### Routing congestion, run 1

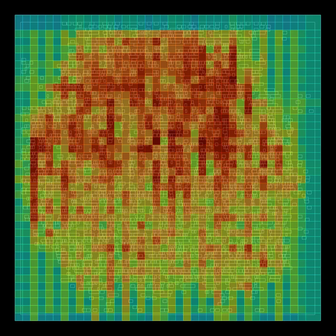
### Metal layers overlaid, run 1

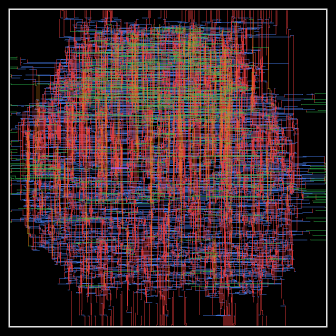
### Gate families picked out, run 1

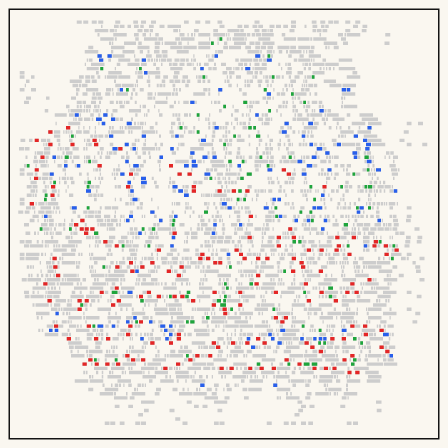
===== src/rtl/alu_exec_unit.sv =====
// MIPS execute stage: ALU control decode, WIDTH-bit ALU with registered result,
// and an iterative mult/div engine owning HI/LO. Divider built only with ALU_DIV_EN.
module alu_exec_unit #(
    parameter  int WIDTH = 32,
    localparam int SHW   = $clog2(WIDTH)
) (
    input  logic             clk,
    input  logic             rst,
    input  logic             flush,
    input  logic             in_valid,
    output logic             in_ready,
    input  logic [1:0]       aluop,
    input  logic [5:0]       funct,
    input  logic [SHW-1:0]   shamt,
    input  logic [WIDTH-1:0] op_a,
    input  logic [WIDTH-1:0] op_b,
    output logic             out_valid,
    output logic [WIDTH-1:0] result,
    output logic             zero,
    output logic             overflow,
    output logic             illegal,
    output logic             busy,
    output logic [WIDTH-1:0] hi,
    output logic [WIDTH-1:0] lo
);
    localparam int CW = SHW + 1;

    typedef enum logic [1:0] {S_IDLE, S_MUL, S_DIV} state_t;

    state_t             state_q, state_d;
    logic [CW-1:0]      cnt_q, cnt_d;
    logic [WIDTH:0]     acc_q, acc_d;
    logic [WIDTH-1:0]   quo_q, quo_d, mcand_q, mcand_d;
    logic               neg_q, neg_d, negr_q, negr_d, div0_q, div0_d;
    logic [WIDTH-1:0]   result_q, result_d, hi_q, hi_d, lo_q, lo_d;
    logic               zero_q, zero_d, ovf_q, ovf_d, ill_q, ill_d, valid_q, valid_d;

    logic [WIDTH-1:0]   sum_add, sum_sub, abs_a, abs_b, alu_res;
    logic               ovf_add, ovf_sub, alu_ovf, alu_ill, go_mul, go_div, sgn;
    logic [WIDTH:0]     mul_sum;
    logic [2*WIDTH-1:0] prod, prod_fix;

    assign sum_add  = op_a + op_b;
    assign sum_sub  = op_a - op_b;
    assign ovf_add  = (op_a[WIDTH-1] == op_b[WIDTH-1]) && (sum_add[WIDTH-1] != op_a[WIDTH-1]);
    assign ovf_sub  = (op_a[WIDTH-1] != op_b[WIDTH-1]) && (sum_sub[WIDTH-1] != op_a[WIDTH-1]);
    assign abs_a    = op_a[WIDTH-1] ? -op_a : op_a;
    assign abs_b    = op_b[WIDTH-1] ? -op_b : op_b;
    assign sgn      = ~funct[0];
    // Shift-add on magnitudes; the sign is applied once when the product completes.
    assign mul_sum  = quo_q[0] ? (acc_q + {1'b0, mcand_q}) : acc_q;
    assign prod     = {acc_q[WIDTH-1:0], quo_q};
    assign prod_fix = neg_q ? -prod : prod;

`ifdef ALU_DIV_EN
    logic [WIDTH:0]     div_shift, div_diff;
    logic [WIDTH-1:0]   quo_fix, rem_fix;
    assign div_shift = {acc_q[WIDTH-1:0], quo_q[WIDTH-1]};
    assign div_diff  = div_shift - {1'b0, mcand_q};
    assign quo_fix   = neg_q ? -quo_q : quo_q;
    assign rem_fix   = negr_q ? -acc_q[WIDTH-1:0] : acc_q[WIDTH-1:0];
`endif

    always_comb begin
        state_d  = state_q;  cnt_d  = cnt_q;  acc_d = acc_q;  quo_d = quo_q;
        mcand_d  = mcand_q;  neg_d  = neg_q;  negr_d = negr_q; div0_d = div0_q;
        result_d = result_q; zero_d = zero_q; ovf_d = ovf_q;  ill_d = ill_q;
        hi_d     = hi_q;     lo_d   = lo_q;   valid_d = 1'b0;
        alu_res  = '0;  alu_ovf = 1'b0;  alu_ill = 1'b0;  go_mul = 1'b0;  go_div = 1'b0;
        case (state_q)
            S_IDLE: if (in_valid && !flush) begin
                case (aluop)
                    2'b00: alu_res = sum_add;
                    2'b01: alu_res = sum_sub;
                    2'b10: case (funct)
                        6'b100000: begin alu_res = sum_add; alu_ovf = ovf_add; end
                        6'b100001: alu_res = sum_add;
                        6'b100010: begin alu_res = sum_sub; alu_ovf = ovf_sub; end
                        6'b100011: alu_res = sum_sub;
                        6'b100100: alu_res = op_a & op_b;
                        6'b100101: alu_res = op_a | op_b;
                        6'b100110: alu_res = op_a ^ op_b;
                        6'b100111: alu_res = ~(op_a | op_b);
                        6'b101010: alu_res = {{(WIDTH-1){1'b0}}, $signed(op_a) < $signed(op_b)};
                        6'b101011: alu_res = {{(WIDTH-1){1'b0}}, op_a < op_b};
                        6'b000000: alu_res = op_b << shamt;
                        6'b000010: alu_res = op_b >> shamt;
                        6'b000011: alu_res = $signed(op_b) >>> shamt;
                        6'b010000: alu_res = hi_q;
                        6'b010010: alu_res = lo_q;
                        6'b011000, 6'b011001: go_mul = 1'b1;
`ifdef ALU_DIV_EN
                        6'b011010, 6'b011011: go_div = 1'b1;
`endif
                        default: alu_ill = 1'b1;
                    endcase
                    default: alu_ill = 1'b1;
                endcase
                if (go_mul || go_div) begin
                    state_d = go_mul ? S_MUL : S_DIV;
                    cnt_d   = CW'(WIDTH);
                    acc_d   = '0;
                    neg_d   = sgn & (op_a[WIDTH-1] ^ op_b[WIDTH-1]);
                    negr_d  = sgn & op_a[WIDTH-1];
                    div0_d  = (op_b == '0);
                    // Multiplier/dividend shifts through quo; multiplicand/divisor sits in mcand.
                    quo_d   = go_mul ? (sgn ? abs_b : op_b) : (sgn ? abs_a : op_a);
                    mcand_d = go_mul ? (sgn ? abs_a : op_a) : (sgn ? abs_b : op_b);
                end else begin
                    valid_d  = 1'b1;
                    result_d = alu_res;
                    zero_d   = !alu_ill && (alu_res == '0);
                    ovf_d    = alu_ovf;
                    ill_d    = alu_ill;
                end
            end
            S_MUL: begin
                if (flush) begin
                    state_d = S_IDLE;
                end else if (cnt_q == '0) begin
                    state_d = S_IDLE;  valid_d = 1'b1;
                    {hi_d, lo_d} = prod_fix;
                    result_d = '0;  zero_d = 1'b0;  ovf_d = 1'b0;  ill_d = 1'b0;
                end else begin
                    acc_d = {1'b0, mul_sum[WIDTH:1]};
                    quo_d = {mul_sum[0], quo_q[WIDTH-1:1]};
                    cnt_d = cnt_q - CW'(1);
                end
            end
`ifdef ALU_DIV_EN
            S_DIV: begin
                if (flush) begin
                    state_d = S_IDLE;
                end else if (cnt_q == '0) begin
                    state_d = S_IDLE;  valid_d = 1'b1;
                    lo_d = div0_q ? '1 : quo_fix;
                    hi_d = rem_fix;
                    result_d = '0;  zero_d = 1'b0;  ovf_d = 1'b0;  ill_d = 1'b0;
                end else begin
                    acc_d = div_diff[WIDTH] ? div_shift : div_diff;
                    quo_d = {quo_q[WIDTH-2:0], ~div_diff[WIDTH]};
                    cnt_d = cnt_q - CW'(1);
                end
            end
`endif
            default: state_d = S_IDLE;
        endcase
    end

    always_ff @(posedge clk or posedge rst) begin
        if (rst) begin
            state_q <= S_IDLE;  cnt_q <= '0;  acc_q <= '0;  quo_q <= '0;  mcand_q <= '0;
            neg_q <= 1'b0;  negr_q <= 1'b0;  div0_q <= 1'b0;
            result_q <= '0;  zero_q <= 1'b0;  ovf_q <= 1'b0;  ill_q <= 1'b0;  valid_q <= 1'b0;
            hi_q <= '0;  lo_q <= '0;
        end else begin
            state_q <= state_d;  cnt_q <= cnt_d;  acc_q <= acc_d;  quo_q <= quo_d;  mcand_q <= mcand_d;
            neg_q <= neg_d;  negr_q <= negr_d;  div0_q <= div0_d;
            result_q <= result_d;  zero_q <= zero_d;  ovf_q <= ovf_d;  ill_q <= ill_d;  valid_q <= valid_d;
            hi_q <= hi_d;  lo_q <= lo_d;
        end
    end

    assign in_ready  = (state_q == S_IDLE);
    assign busy      = (state_q != S_IDLE);
    assign out_valid = valid_q;
    assign result    = result_q;
    assign zero      = zero_q;
    assign overflow  = ovf_q;
    assign illegal   = ill_q;
    assign hi        = hi_q;
    assign lo        = lo_q;
endmodule


===== config.mk =====
export PLATFORM = sky130hd
export DESIGN_NAME = alu_exec_unit
export DESIGN_NICKNAME = d
export VERILOG_FILES = /design/src/rtl/alu_exec_unit.sv
export SDC_FILE = /design/constraint.sdc
export NUM_CORES = 1
export LEC_CHECK = 0
export CORE_MARGIN = 5
export CORE_UTILIZATION = 33
export DETAILED_ROUTE_END_ITERATION = 7
export PLACE_DENSITY = 0.56
export REMOVE_ABC_BUFFERS = 1
export SLEW_MARGIN = 10
export SYNTH_ARGS = -nofsm -noshare
export SYNTH_HDL_FRONTEND = slang
export SYNTH_SLANG_ARGS = --single-unit

===== constraint.sdc =====
create_clock -name clk -period 7.5 [get_ports clk]
set_input_delay 1.5 -clock clk [delete_from_list [all_inputs] [get_ports clk]]
set_output_delay 1.5 -clock clk [all_outputs]
set_load 0.02 [all_outputs]

==> out/results.tsv, run 1 <==
stage	metric	value	unit
routing	Total Wirelength	111000	um
floorplan	# rows	97	
layout	number of non-clock buffers	260	
layout	Final Instance Area	0.0270	sq mm
floorplan	Initial Utilization	33.3	%
yosys	Mapped Area	0.0233	sq mm
layout	Comb area share	62.6	%
floorplan	Die ar.	0.0760	sq mm
floorplan	die width	276	um
global_routing	vias in the first global route	23000	
setup_path	slowest cell on the critical path	nor4b_1	
global_routing	initial antenna violation count	3	
yosys	Yosys chip area	0.0233	sq mm
yosys	Yosys Instances	2998	
sta	fin crit share	84.9	%
layout	tally of filler cells in the layout	7332	
cts	CTS tree	built	
cts	clk buf depth	3	
cts	Num CTS Buffers	27	
global_routing	grt ovf	0	
floorplan	IO Pins	183	
cts	root buf cell	clkbuf_16	
sta	Worst Tran Pin Value	1.22	ns
cts	clk ins delay skew pair	0.57	ns
routing	drt wl/cell	27.5	um
sta	Tmin final	6.37	ns
yosys	Post-synth EDFFs	0	
layout	most frequent cells in the layout	335 x nand2_1, 309 x o21ai_0, 244 x nor2_1, 202 x dfrtp_1, 196 x a21oi_1	
routing	DRT antenna net count	0	
yosys	synthesized instance count	2998	
layout	area delta synth->final	16.0	%
setup_path	crit-path max cell delay	0.88	ns
setup_path	most frequent CP cell	a211oi_1	
setup_path	Setup CP Type	in -> reg	
hold_path	Tightest Hold Check Type	reg -> reg	
setup_path	startpoint class of the critical path	input port	
layout	clock buf count	35	
yosys	Distinct lib cells used	87	
global_routing	Global Route Usage Sum	28.0	%
power	Power Density	162	mW/mm^2
yosys	FF+latch count, synth	204	
global_routing	first-pass GRT wire length	161000	um
setup_path	crit path DRT	7.98	ns
layout	most numerous logic cell after layout	nand2_1	
setup_path	critical path's top delay family	AND-OR/OR-AND gates	
floorplan	Core Box Area	0.0700	sq mm
setup_path	CP Buf/Inv Count	2	
run	max-cap violations	0	
floorplan	die height	276	um
routing	initial DRC count	3216	
layout	Inserted Diodes	4	
setup_path	crit-path cells	clkdlybuf4s50_1 -> inv_1 -> ha_1 -> fa_1 -> or2_2 -> a211oi_1 -> o311ai_0 -> a211oi_1 -> xnor2_1 -> o221ai_1 -> a2111o_1 -> a2111oi_0 -> nor4b_1 -> nand4_1 -> o21ai_0	
placement	routability congestion estimate	1.04	
yosys	Avg Synthesized Cell Area	7.77	sq um
yosys	top cells, area	dfrtp_1 22%, ha_1 7.9%, o21ai_0 6.6%	
sta	Achievable Freq	157	MHz
run_status	status	finished clean	
sta	clk_skew	0.0206	ns
cts	Hold-fix buffers, CTS	0	
cts	clock sinks	204	
yosys	Top cell area share	21.9	%
sta	RSZ-0062 raised after global routing	no	
placement	PortBufs	182	
sta	hold slack	0.486	ns
global_routing	largest net degree at the start of global routing	98	
layout	Logic cell area	0.0169	sq mm
cts	post_cts resized	0	
yosys	Post-synth top cells	336 x nand2_1, 309 x o21ai_0, 247 x nor2_1	
yosys	Seq share, synth	21.9	%
routing	first-pass iteration count of the detailed router	6	
layout	inverter count	126	
setup_path	arrival time worst endpoint	6.85	ns
yosys	YS warnings	0	
run	Log Warnings	104	
sta	Hold Vio Cnt, Final	0	
sta	final setup fails	0	
routing	via count	24600	
cts	setup bufs post-CTS	0	
power	VDD IR max	160	uV
power	Leak Pwr	11.2	nW
setup_path	Crit Path Max Fanout	5	
placement	placed cell areas	0.0261	sq mm
sta	Final Slew Violations	0	
layout	fraction of area in registers	18.9	%
routing	DRC Markers	0	
yosys	count leader, synth	nand2_1	
layout	flop count	204	
yosys	Synth area leader	dfrtp_1	
yosys	top_reg_cell synth	dfrtp_1	
layout	Reg area	0.00511	sq mm
layout	non-clk buf share	8.92	%
cts	CTS H-tree lvls	1	
sta	Max transition margin	18.3	%
floorplan	tap cells	940	
yosys	fraction of registers with async set/reset	100	%
layout	combinational gates	2442	
layout	layout net count	3292	
sta	Fin Setup TNS	0	ns
routing	vias per inst	6.12	
placement	hpwl dp	86800	um
layout	share of layout cells above drive strength 1	8.80	%
cts	clock slew at reported path FFs	0.06	ns
setup_path	Crit. End Element	flop	
layout	clock-cell share of area	3.47	%
layout	Max-area cell class	multi-input combinational cells	
-- 'Routing congestion' (at the start) --
GRT met1 Usage: 38.7%
Core Util, Final: 38.6%

-- 'Metal layers overlaid' (at the start) --
| color | layer | wire length |
|---|---|---|
| blue | M1 | 46.9 mm |
| orange | M4 | 6,740 um |
| purple | M5 | 13.8 um |
| green | M3 | 9,430 um |
| red | M2 | 47.6 mm |

-- 'Gate families picked out' (at the start) --
| color | family | cells | most used |
|---|---|---|---|
| green | and/or cells | 117 | or3_1 |
| red | xor and xnor cells | 173 | xnor2_1 |
| blue | non-inverting ao/oa cells | 144 | a21o_1 |

==> run 1: worst paths after layout <==
| check | to | start | slack, ns | cells past startpoint |
|---|---|---|---|---|
| min reg2reg | mcand_q[3] | mcand_q[3] | 0.49 | 2 |
| max | zero | op_a[0] | 1.13 | 15 |
| min in group asynchronous | acc_q[29] | rst | 1.46 | 2 |
| max reg2reg | hi[29] | quo_q[16] | 3.16 | 12 |
| min | mcand_q[3] | mcand_q[3] | 0.49 | 2 |
| max in group asynchronous | state_q[0] | rst | 4.63 | 3 |
==> run 1: layer usage <==
metal  vias to the layer above  routed length [um]  share of wire (%)  track usage, %
met5                         -                  13              0.012               0
met4                         2                6740                6.1            13.0
met3                       246                9430                8.5            4.73
met2                      1269               47600                 43            42.8
met1                     11900               46900                 42            38.7
li1                      11200                   -                  -               -
==> run 1: where the power goes <==
part | internal [mW] | switching (mW)
combinational | 0.613 | 1.03
sequential | 1.20 | 0.125
clock | 0.847 | 0.559
total | 2.66 | 1.72
==> run 1: registers in the layout (all words and copies together), names as in the netlist <==
name and count:
acc_q 32, cnt_q 6, hi 32, illegal 1, lo 32, mcand_q 32, neg_q 1, out_valid 1
overflow 1, quo_q 32, result 32, state_q 1, zero 1
==> run 1: through the flow <==
step	total power [mW]	setup slack, ns	util [%]	instances
after floorplan	2.23	0.433	-	2772
after global placement	2.95	0.955	37.3	3972
after detailed placement	2.95	0.793	37.3	3972
after CTS	4.37	1.37	38.6	4021
after global routing	4.56	0.704	38.6	4021
final	4.37	1.13	38.6	4025
==> run 1: cell families after synthesis <==
family / Yosys count / share of synthesized area, %
fa+ha+maj: 150 / 8.15
buf+inv: 352 / 5.74
mux: 186 / 11.1
simple gates: 933 / 18.7
flops: 204 / 21.9
compound gates: 1000 / 28.0
xor+xnor: 173 / 6.50
### Met2 routing, run 1

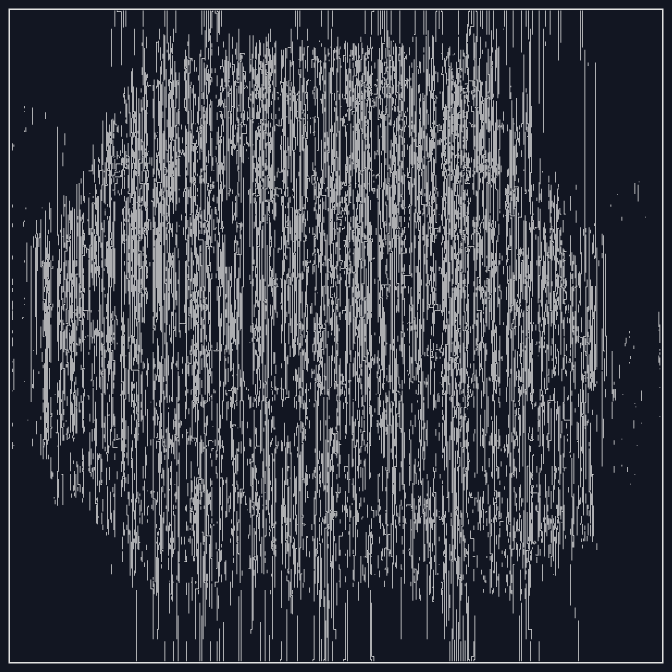

--- run 2 (diff from run 1) ---
==> constraint.sdc (replaced) <==
create_clock -name clk -period 6.3 [get_ports clk]
set_input_delay 1.26 -clock clk [delete_from_list [all_inputs] [get_ports clk]]
set_output_delay 1.26 -clock clk [all_outputs]
set_load 0.02 [all_outputs]
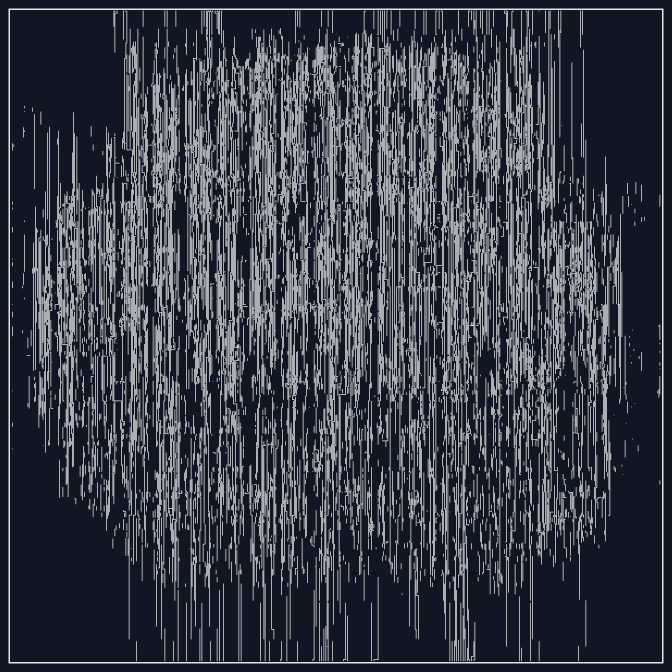
*Met2 routing, run 2*
main direction: vertical
wire length on this layer: 48.7 mm

==> run 2 against run 1 <==
  * Power increased by 18%
  * Clock skew is 0.0092 ns lower
  * Cell area increased by 1.5%
  * Die size unchanged
  * Via count up 2.0%
  * Clock power is about 10% higher
  * Wire length up 2.6%
  * Combinational power grew 22%
  * First-iteration DRC count shrank 4.1%
==> out/results.tsv, run 2 <==
stage	metric	value	unit
cts	CTS tree	built	
yosys	fraction of registers with async set/reset	100	%
global_routing	grt ovf	0	
global_routing	vias in the first global route	23000	
yosys	Distinct lib cells used	87	
setup_path	CP Buf/Inv Count	3	
power	Power Density	188	mW/mm^2
routing	drt wl/cell	27.8	um
sta	Hold Vio Cnt, Final	0	
layout	tally of filler cells in the layout	7334	
cts	root buf cell	clkbuf_16	
yosys	Yosys chip area	0.0233	sq mm
floorplan	# rows	97	
hold_path	Tightest Hold Check Type	reg -> reg	
floorplan	Initial Utilization	33.3	%
power	Leak Pwr	11.4	nW
setup_path	slowest cell on the critical path	a2111oi_0	
routing	met3 WL post-DR	10100	um
run_status	status	finished clean	
yosys	Yosys Instances	2998	
routing	top routing layer in use	met5	
yosys	Top cell area share	21.9	%
routing	met1 WL	48500	um
setup_path	critical path's top delay family	AND-OR/OR-AND gates	
layout	most frequent cells in the layout	335 x nand2_1, 309 x o21ai_0, 244 x nor2_1, 202 x dfrtp_1, 196 x a21oi_1	
yosys	Post-Synth AOI/OAI Area	28.0	%
yosys	XOR Share, Synth	6.50	%
sta	Tmin final	5.71	ns
setup_path	RR Startpoint	quo_q[16]	
sta	Worst Tran Pin Value	1.36	ns
layout	layout net count	3349	
sta	Max transition margin	9.35	%
yosys	Synth area leader	dfrtp_1	
power	VDD IR max	188	uV
floorplan	IO Pins	183	
placement	post-placement cell count	4028	
yosys	Seq share, synth	21.9	%
setup_path	crit-path max cell delay	0.75	ns
yosys	Adders+Majority by Area	8.15	%
hold_path	Worst Hold Path EP	result[1]	
yosys	Mapped Area	0.0233	sq mm
setup_path	crit-path cells	clkdlybuf4s50_1 -> inv_1 -> ha_1 -> fa_1 -> or2_2 -> a2111oi_0 -> or4_1 -> a211oi_1 -> or2_2 -> a221oi_1 -> o22ai_1 -> a2111oi_0 -> nor4b_1 -> buf_4 -> nand4_1 -> o21ai_0	
layout	Final Instance Area	0.0274	sq mm
routing	vias per inst	6.15	
routing	DRC Markers	0	
setup_path	arrival time worst endpoint	6.20	ns
yosys	Dominant comb cell	AND-OR/OR-AND gates	
floorplan	Core Box Area	0.0700	sq mm
setup_path	Crit. End Element	flop	
layout	Logic cell area	0.0169	sq mm
layout	most numerous logic cell after layout	nand2_1	
run	max-cap violations	0	
placement	PortBufs	182	
cts	post_cts resized	0	
setup_path	worst reg-to-reg setup slack	2.00	ns
sta	clk_skew	0.0114	ns
yosys	count leader, synth	nand2_1	
cts	clk buf depth	3	
routing	met2 WL	48700	um
yosys	area fraction in mux cells	11.1	%
setup_path	crit path DRT	6.79	ns
global_routing	met2 usage	43.2	%
floorplan	Die ar.	0.0760	sq mm
sta	Final Slew Violations	0	
cts	CTS H-tree lvls	1	
placement	hpwl dp	89200	um
setup_path	Crit Path Max Fanout	5	
run	Log Warnings	108	
cts	Hold-fix buffers, CTS	0	
cts	setup bufs post-CTS	0	
layout	final cell count without fillers	4084	
setup_path	Reg2Reg Capture Point	hi[29]	
sta	final setup fails	0	
placement	routability congestion estimate	1.04	
routing	via count	25100	
yosys	Simple-Gate Area Share	18.7	%
layout	share of layout cells above drive strength 1	10.3	%
global_routing	initial antenna violation count	9	
cts	clock sinks	204	
yosys	top_reg_cell synth	dfrtp_1	
layout	Reg area	0.00511	sq mm
cts	Num CTS Buffers	28	
yosys	Post-synth EDFFs	0	
yosys	FF+latch count, synth	204	
global_routing	Global Route Usage Sum	28.6	%
yosys	YS warnings	0	
routing	initial DRC count	3083	
setup_path	Setup CP Type	in -> reg	
yosys	Avg Synthesized Cell Area	7.77	sq um
floorplan	die width	276	um
cts	clk ins delay skew pair	0.58	ns
routing	first-pass iteration count of the detailed router	6	
global_routing	met3 usage	5.21	%
hold_path	hold_sp	result[1]	
sta	Achievable Freq	175	MHz
placement	placed cell areas	0.0265	sq mm
routing	Total Wirelength	113000	um
sta	RSZ-0062 raised after global routing	no	
yosys	top cells, area	dfrtp_1 22%, ha_1 7.9%, o21ai_0 6.6%	
routing	DRT antenna net count	0	
global_routing	GRT busiest layer	met2	
floorplan	die height	276	um
yosys	Post-synth top cells	336 x nand2_1, 309 x o21ai_0, 247 x nor2_1	
cts	clock slew at reported path FFs	0.06	ns
setup_path	FF-to-FF path depth	12	
hold_path	Hold Path Stages	2	
yosys	synthesized instance count	2998	
global_routing	GRT met1 Usage	40.1	%
layout	area delta synth->final	17.8	%
global_routing	largest net degree at the start of global routing	104	
global_routing	first-pass GRT wire length	163000	um
setup_path	startpoint class of the critical path	input port	
sta	fin crit share	90.6	%
## run 2: cell count changes in the layout (fill, tap and decap cells not counted), moves of 2 or more
cell,previous run,this run
buf_4,80,135
bufinv_16,4,0
clkbuf_1,3,6
clkinv_2,6,3
clkbuf_16,27,29
clkbuf_8,5,7
clkinvlp_4,1,3
diode_2,4,6
## run 2: worst max-delay path by stage
stage | start | endpoint | slack (ns) | cells after the start
detailed placement | op_a[0] | zero | 0.19 | 16
global route | op_a[1] | zero | 0.31 | 15
finish | op_a[0] | zero | 0.59 | 16
CTS | op_a[0] | zero | 0.77 | 16
global placement | op_a[0] | zero | 0.21 | 15
floorplan | rst | acc_q[0] | -0.53 | 1
## run 2: area by class of cell
class | instances | area share [%]
multi-input combinational | 2442 | 61.6
sequential | 204 | 18.6
timing repair buffer | 316 | 10.4
tap | 940 | 4.29
clock buffer | 42 | 3.08
inverter | 126 | 1.75
clock inverter | 8 | 0.201
antenna | 6 | 0.0547
## run 2: logic make-up after synthesis
group / count (synthesis)
AOI/OAI and AO/OA: 1000
xor gates and xnor gates: 173
buffers and inverters: 352
DFF: 204
adders and majority gates: 150
muxes: 186
and+or+nand+nor: 933
## run 2: power by group
group	switching [mW]	internal (mW)	total, mW
clock network	0.661	0.921	1.58
logic	1.25	0.755	2.00
registers	0.148	1.43	1.57
total	2.06	3.10	5.16
## run 2: through the flow
step	util [%]	total power, mW	worst slack, ns	TNS, ns	hold WS [ns]
2_1_floorplan	-	2.65	-0.527	-107.59	0.454
3_3_place_gp	37.9	3.55	0.214	0	0.469
3_5_place_dp	37.9	3.55	0.194	0	0.470
4_1_cts	39.2	5.16	0.768	0	0.484
5_1_grt	39.2	5.39	0.314	0	0.508
6_report	39.2	5.16	0.592	0	0.482
Power and IR drop assume default switching activity.
